==> config.mk <==
export PLATFORM = sky130hd
export DESIGN_NAME = gray_run_controller_flat
export DESIGN_NICKNAME = d
export VERILOG_FILES = /design/src/rtl/gray_run_if.sv /design/src/rtl/gray_run_controller.sv /design/src/flat_wrapper.sv
export SDC_FILE = /design/constraint.sdc
export NUM_CORES = 1
export LEC_CHECK = 0
export CORE_ASPECT_RATIO = 1.75
export CORE_MARGIN = 2
export CORE_UTILIZATION = 53
export CTS_CLUSTER_SIZE = 12
export DETAILED_ROUTE_END_ITERATION = 7
export GPL_ROUTABILITY_DRIVEN = 0
export PLACE_DENSITY_LB_ADDON = 0.1
export SLEW_MARGIN = 20
export SYNTH_ARGS = -nofsm -noshare
export SYNTH_HDL_FRONTEND = slang
export SYNTH_SLANG_ARGS = --single-unit
==> constraint.sdc <==
create_clock -name clk -period 4.87 [get_ports clk]
set_input_delay 0.974 -clock clk [delete_from_list [all_inputs] [get_ports clk]]
set_output_delay 0.974 -clock clk [all_outputs]
set_load 0.01 [all_outputs]
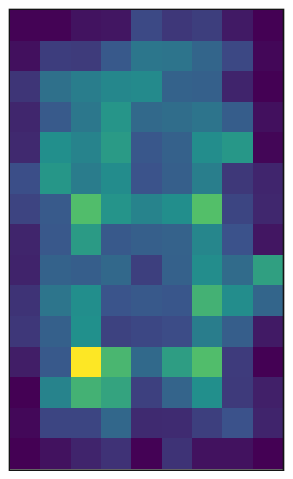
Figure 1: run 1, wiring heat map.
Drawn at 6 px/um. The die is cut into 9 by 15 equal tiles; dark purple is low, yellow is high, scaled to the fullest tile. Values are wire area over tile area, all layers added.
- nearly empty tiles: 8.1%
- fullest tile: 0.52
- tiles over half the peak: 12%
- mean over tiles: 0.15
DR WL/cell: 14.7 um
Tot GR Track Use: 21.2%
WL final: 3260 um

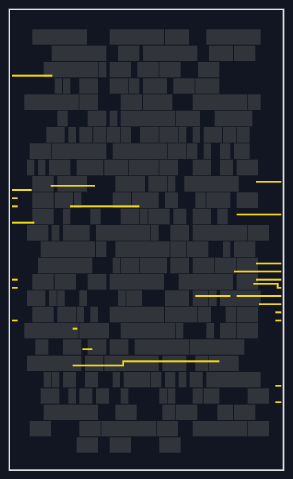
Figure 2: run 1, met3 routing.
Drawn at 6 px/um. Cells faint in the background.
- nets with wire on the layer: 23
- longest straight run: 15.9 um
- share of all routed wire: 3.4%
- wire length on this layer: 111 um
GR Util met3: 4.98%
via count: 1221

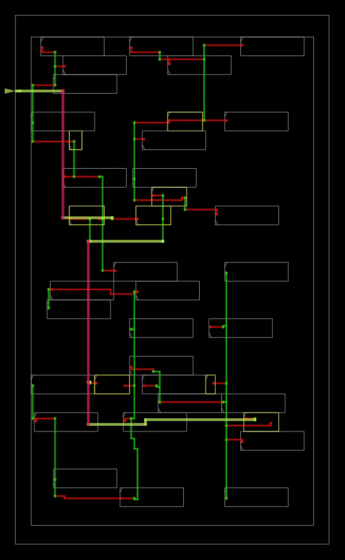
Figure 3: run 1, clock routing.
clock-net power: 0.204 mW
clk_lat worst skew: 0.28 ns

==> results.sh, run 1 <==
# yosys + openroad results
export IMPL_place_inst=213
export IMPL_slew_headroom_pct=44.0
export IMPL_common_cells="30 x dfrtp_1, 22 x nor2_1, 13 x xor2_1, 12 x xnor2_1, 9 x nand2_1"
export IMPL_crit_fanout=9
export IMPL_dr_pass1_iters=4
export IMPL_start_kind="flop"
export IMPL_synth_area_per_cell_sq_um=10.5
export IMPL_yosys_warnings=0
export IMPL_avgViaCountPerCell=5.52
export IMPL_async_flop_share_pct=100
export IMPL_rr_worst_depth=3
export IMPL_path_clk_slew_ns=0.06
export IMPL_io_pins=37
export IMPL_status="completed"
export IMPL_worstMarginPinSlew_ns=0.838
export IMPL_rsz0062_at_grt="false"
export IMPL_post_route_drc_count=0
export IMPL_grt_first_pass_wirelength_um=5600
export IMPL_static_leakage_power_nw=0.896
export IMPL_cp_required_ns=3.90
export IMPL_grt_antenna_before_repair=0
export IMPL_hold_viol=0
export IMPL_reg2reg_setup_slack_ns=2.74
export IMPL_yosys_cell_types_count=36
export IMPL_numSynthFlops=30
export IMPL_grt_overflow=0
export IMPL_cts_resized=0
export IMPL_synth_edff_count=0
export IMPL_fin_util_pct=71.9
export IMPL_fmax_mhz=348
export IMPL_cts_num_sinks=30
export IMPL_post_cts_buffers=0
export IMPL_crit_type="reg -> out"
export IMPL_dominantRegCellSynth="dfrtp_1"
export IMPL_die_width_um=45.5
export IMPL_cts_buffers=5
export IMPL_dp_hpwl_um=2370
export IMPL_hp_class="reg -> reg"
export IMPL_synth_nets=169
export IMPL_nNetsFinal=209
export IMPL_synth_cell_area_sq_um=1600
export IMPL_top_cell_area_share_pct=47.1
export IMPL_dieArea_sq_um=3480
export IMPL_final_layout_size_suffix_gt1_share_pct=11.9
export IMPL_clk_path_buf_depth=2
export IMPL_syn_inst=152
export IMPL_power_density_nw_per_um2=604
export IMPL_final_max_slew_viol_count=0
export IMPL_finalClockSkew_ns=0.00581
export IMPL_end_kind="output pin"
export IMPL_whs_path_depth=1
export IMPL_yosys_stat_area_sq_um=1600
export IMPL_ys_seq_share_pct=47.1
export IMPL_area_leaders="dfrtp_1 47%, xor2_1 7.1%, xnor2_1 6.6%, nor2_1 5.2%, mux2_2 4.2%"
export IMPL_yosysCellCount=152
export IMPL_total_power_mw=1.26
export IMPL_grt_max_degree=31
export IMPL_drv_cap=0
[run 1: critical path: stages (launching register included)]
cell	delay, ns
dfrtp_1	0.51
nor3b_4	0.48
clkdlybuf4s50_1	0.63
[run 1: per-stage QoR]
stage / hold WS [ns] / instance area [sq um] / setup slack [ns]
detailed placement: 0.457 / 1990 / 1.88
floorplan: 0.422 / 1600 / 2.88
finish: 0.466 / 2080 / 2.00
global placement: 0.437 / 1990 / 1.91
global route: 0.477 / 2080 / 1.89
CTS: 0.468 / 2080 / 2.00
[run 1: where the power goes]
part | switching (mW) | leakage (nW) | internal, mW | total (mW)
logic | 0.249 | 0.468 | 0.326 | 0.575
clock network | 0.0898 | 0.0482 | 0.114 | 0.204
registers | 0.135 | 0.380 | 0.343 | 0.479
[run 1: area by class of cell]
type	count	area (sq um)	share of cell area, %
Multi-Input combinational cell	114	818	39.3
Sequential cell	30	751	36.1
Timing Repair Buffer	38	375	18.0
Clock buffer	7	86.3	4.15
Tap cell	28	35.0	1.68
Inverter	3	11.3	0.541
Clock inverter	1	5.00	0.240
[run 1: metal layers]
| layer | up-vias | part of all wire, % | global-route usage [%] |
|---|---|---|---|
| met5 | - | 0 | 0 |
| met4 | 0 | 1.4 | 7.35 |
| met3 | 5 | 3.4 | 4.98 |
| met2 | 28 | 52 | 34.5 |
| met1 | 589 | 44 | 26.4 |
| li1 | 599 | - | - |
[run 1: cell families (layout without fill, tap and decap cells)]
| group | count (synthesis) | in the layout | synth area share [%] |
|---|---|---|---|
| and+or+nand+nor | 65 | 65 | 23.1 |
| buffers and inverters | 8 | 49 | 2.04 |
| DFF | 30 | 30 | 47.1 |
| AOI/OAI and AO/OA | 12 | 12 | 5.49 |
| xor gates and xnor gates | 25 | 25 | 13.7 |
| adders and majority gates | 4 | 4 | 3.14 |
| muxes | 8 | 8 | 5.49 |
[run 1: layout by cell type (no fill, tap or decap), types with 3 or more instances in the layout]
| master | synthesis | layout |
|---|---|---|
| clkdlybuf4s50_1 | 0 | 36 |
| dfrtp_1 | 30 | 30 |
| nor2_1 | 22 | 22 |
| xor2_1 | 13 | 13 |
| xnor2_1 | 12 | 12 |
| nand2_1 | 9 | 9 |
| mux2_2 | 6 | 6 |
| clkbuf_8 | 0 | 6 |
| and3_1 | 5 | 5 |
| nand4_1 | 5 | 5 |
| a21oi_1 | 4 | 4 |
| ha_1 | 4 | 4 |
| inv_1 | 3 | 3 |
| o21ai_0 | 3 | 3 |
| nand3_1 | 3 | 3 |
| nand2b_1 | 3 | 3 |
==> inputs of run 2 (changes only) <==
--- a/config.mk
+++ b/config.mk
@@ -7,7 +7,7 @@
 export LEC_CHECK = 0
 export CORE_ASPECT_RATIO = 1.75
 export CORE_MARGIN = 2
-export CORE_UTILIZATION = 53
+export CORE_UTILIZATION = 49
 export CTS_CLUSTER_SIZE = 12
 export DETAILED_ROUTE_END_ITERATION = 7
 export GPL_ROUTABILITY_DRIVEN = 0
==> constraint.sdc (replaced) <==
create_clock -name clk -period 3 [get_ports clk]
set_input_delay 0.6 -clock clk [delete_from_list [all_inputs] [get_ports clk]]
set_output_delay 0.6 -clock clk [all_outputs]
set_load 0.01 [all_outputs]
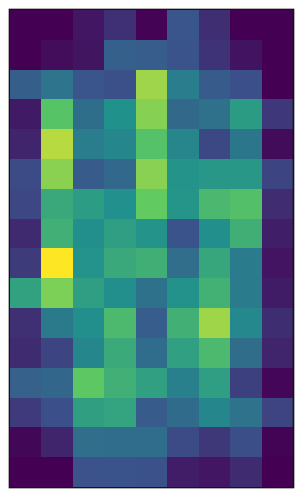
Figure 4: run 2, wiring heat map.
Drawn at 6 px/um. The die is cut into 9 by 16 equal tiles; dark purple is low, yellow is high, scaled to the fullest tile. Values are wire area over tile area, all layers added.
- emptiest ninth of the die: top right
- nearly empty tiles: 9.7%
- mean over tiles: 0.14
Tot GR Track Use: 21.4%
WL final: 3390 um
DR WL/cell: 14.2 um
via count: 1239

==> run 2 against run 1 <==
Compared with the run above:
- register-to-register slack got worse by 1.6 ns
- combinational power increased by 66%
- sequential power increased by 63%
- first-iteration DRC count decreased by 62%
- worst hold slack got worse by 0.0083 ns
- cell area increased by 2.5%
- non-clock buffer count increased by 2
- largest power group unchanged
- die area increased by 7.6%
- clock power increased by 84%
- critical endpoint is now bus_done
- global-route usage increased by 0.17 points
==> results.sh, run 2 <==
# yosys + openroad results
export IMPL_place_inst=230
export IMPL_fin_ws_ns=0.681
export IMPL_drv_cap=0
export IMPL_yosysCellCount=152
export IMPL_top_cell_area_share_pct=47.1
export IMPL_synth_area_per_cell_sq_um=10.5
export IMPL_dr_pass1_iters=2
export IMPL_whs_path_depth=1
export IMPL_status="completed"
export IMPL_grt_overflow=0
export IMPL_yosys_stat_area_sq_um=1600
export IMPL_whs_ns=0.458
export IMPL_stdcell_area_sq_um=2130
export IMPL_grt_first_pass_wirelength_um=5620
export IMPL_grt_max_degree=31
export IMPL_post_route_drc_count=0
export IMPL_ys_seq_share_pct=47.1
export IMPL_async_flop_share_pct=100
export IMPL_gr_usage_met1_pct=22.4
export IMPL_finalClockSkew_ns=0.00802
export IMPL_worstMarginPinSlew_ns=0.429
export IMPL_slew_headroom_pct=71.3
export IMPL_dominantRegCellSynth="dfrtp_1"
export IMPL_post_cts_buffers=0
export IMPL_fmax_mhz=431
export IMPL_io_pins=37
export IMPL_die_width_um=47.1
export IMPL_comb_area_sq_um=818
export IMPL_synth_cell_area_sq_um=1600
export IMPL_area_leaders="dfrtp_1 47%, xor2_1 7.1%, xnor2_1 6.6%, nor2_1 5.2%, mux2_2 4.2%"
export IMPL_yosys_warnings=0
export IMPL_dp_hpwl_um=2610
export IMPL_reg2reg_setup_slack_ns=1.15
export IMPL_clkLatencyLatePin_ns=0.28
export IMPL_final_common_cell="clkdlybuf4s50_1"
export IMPL_final_layout_size_suffix_gt1_share_pct=13.3
export IMPL_cts_buffers=5
export IMPL_rsz0062_at_grt="false"
export IMPL_grt_antenna_before_repair=0
export IMPL_rr_worst_depth=7
export IMPL_crit_fanout=9
export IMPL_nNetsFinal=211
export IMPL_final_cell_mix="36 x clkdlybuf4s50_1, 30 x dfrtp_1, 22 x nor2_1"
export IMPL_synth_edff_count=0
export IMPL_cp_slowest_stage_delay_ns=0.53
export IMPL_met2_usage_pct=36.6
export IMPL_path_clk_slew_ns=0.06
export IMPL_final_max_slew_viol_count=0
export IMPL_layout_area_seq_sq_um=751
export IMPL_clk_path_buf_depth=2
export IMPL_syn_inst=152
export IMPL_dieArea_sq_um=3750
export IMPL_slowest_stage="clkdlybuf4s50_1"
export IMPL_numSynthFlops=30
export IMPL_synth_nets=169
export IMPL_end_kind="output pin"
export IMPL_common_cells="30 x dfrtp_1, 22 x nor2_1, 13 x xor2_1, 12 x xnor2_1, 9 x nand2_1"
export IMPL_hp_class="reg -> reg"
export IMPL_hold_viol=0
export IMPL_place_ws_ns=0.824
export IMPL_crit_type="reg -> out"
export IMPL_cts_num_sinks=30
==> run 2: cell counts after synthesis <==
Identical to the previous run, type by type.
==> run 2: area by class of cell <==
cell class,count,share of cell area [%]
clock buffer,8,5.16
sequential,30,35.2
tap,43,2.52
multi-input combinational,114,38.3
timing repair buffer,40,18.3
inverter,3,0.528
==> run 2: per-layer routing <==
metal,up-vias,wire [um]
li1,603,-
met2,20,1940
met4,0,57
met5,-,0
met1,610,1280
met3,6,111
==> run 2: kinds of logic after synthesis <==
group	count (synthesis)	synth area share [%]
mux	8	5.49
fa+ha+maj	4	3.14
buf+inv	8	2.04
flops	30	47.1
xor+xnor	25	13.7
simple gates	65	23.1
compound gates	12	5.49
==> run 2: critical path: cells and delay by family, from the launching register on <==
kind	cells	cell delay [ns]
buf+inv	1	0.53
flops	1	0.50
simple gates	2	0.40
==> run 2: per-stage QoR <==
step                      power (mW)  utilization, %
after floorplan                 1.35               -
after global placement          1.72            64.4
after detailed placement        1.75            64.4
after CTS                       2.14            67.9
after global routing            2.27            67.9
final                           2.11            67.9
==> run 2: report_power, final <==
group,switching [mW],leakage [nW],internal (mW)
combinational,0.413,0.478,0.542
sequential,0.223,0.380,0.558
clock,0.145,0.0575,0.231
total,0.781,0.915,1.33
No activity file was given, so power comes from the tool's default toggle rates.
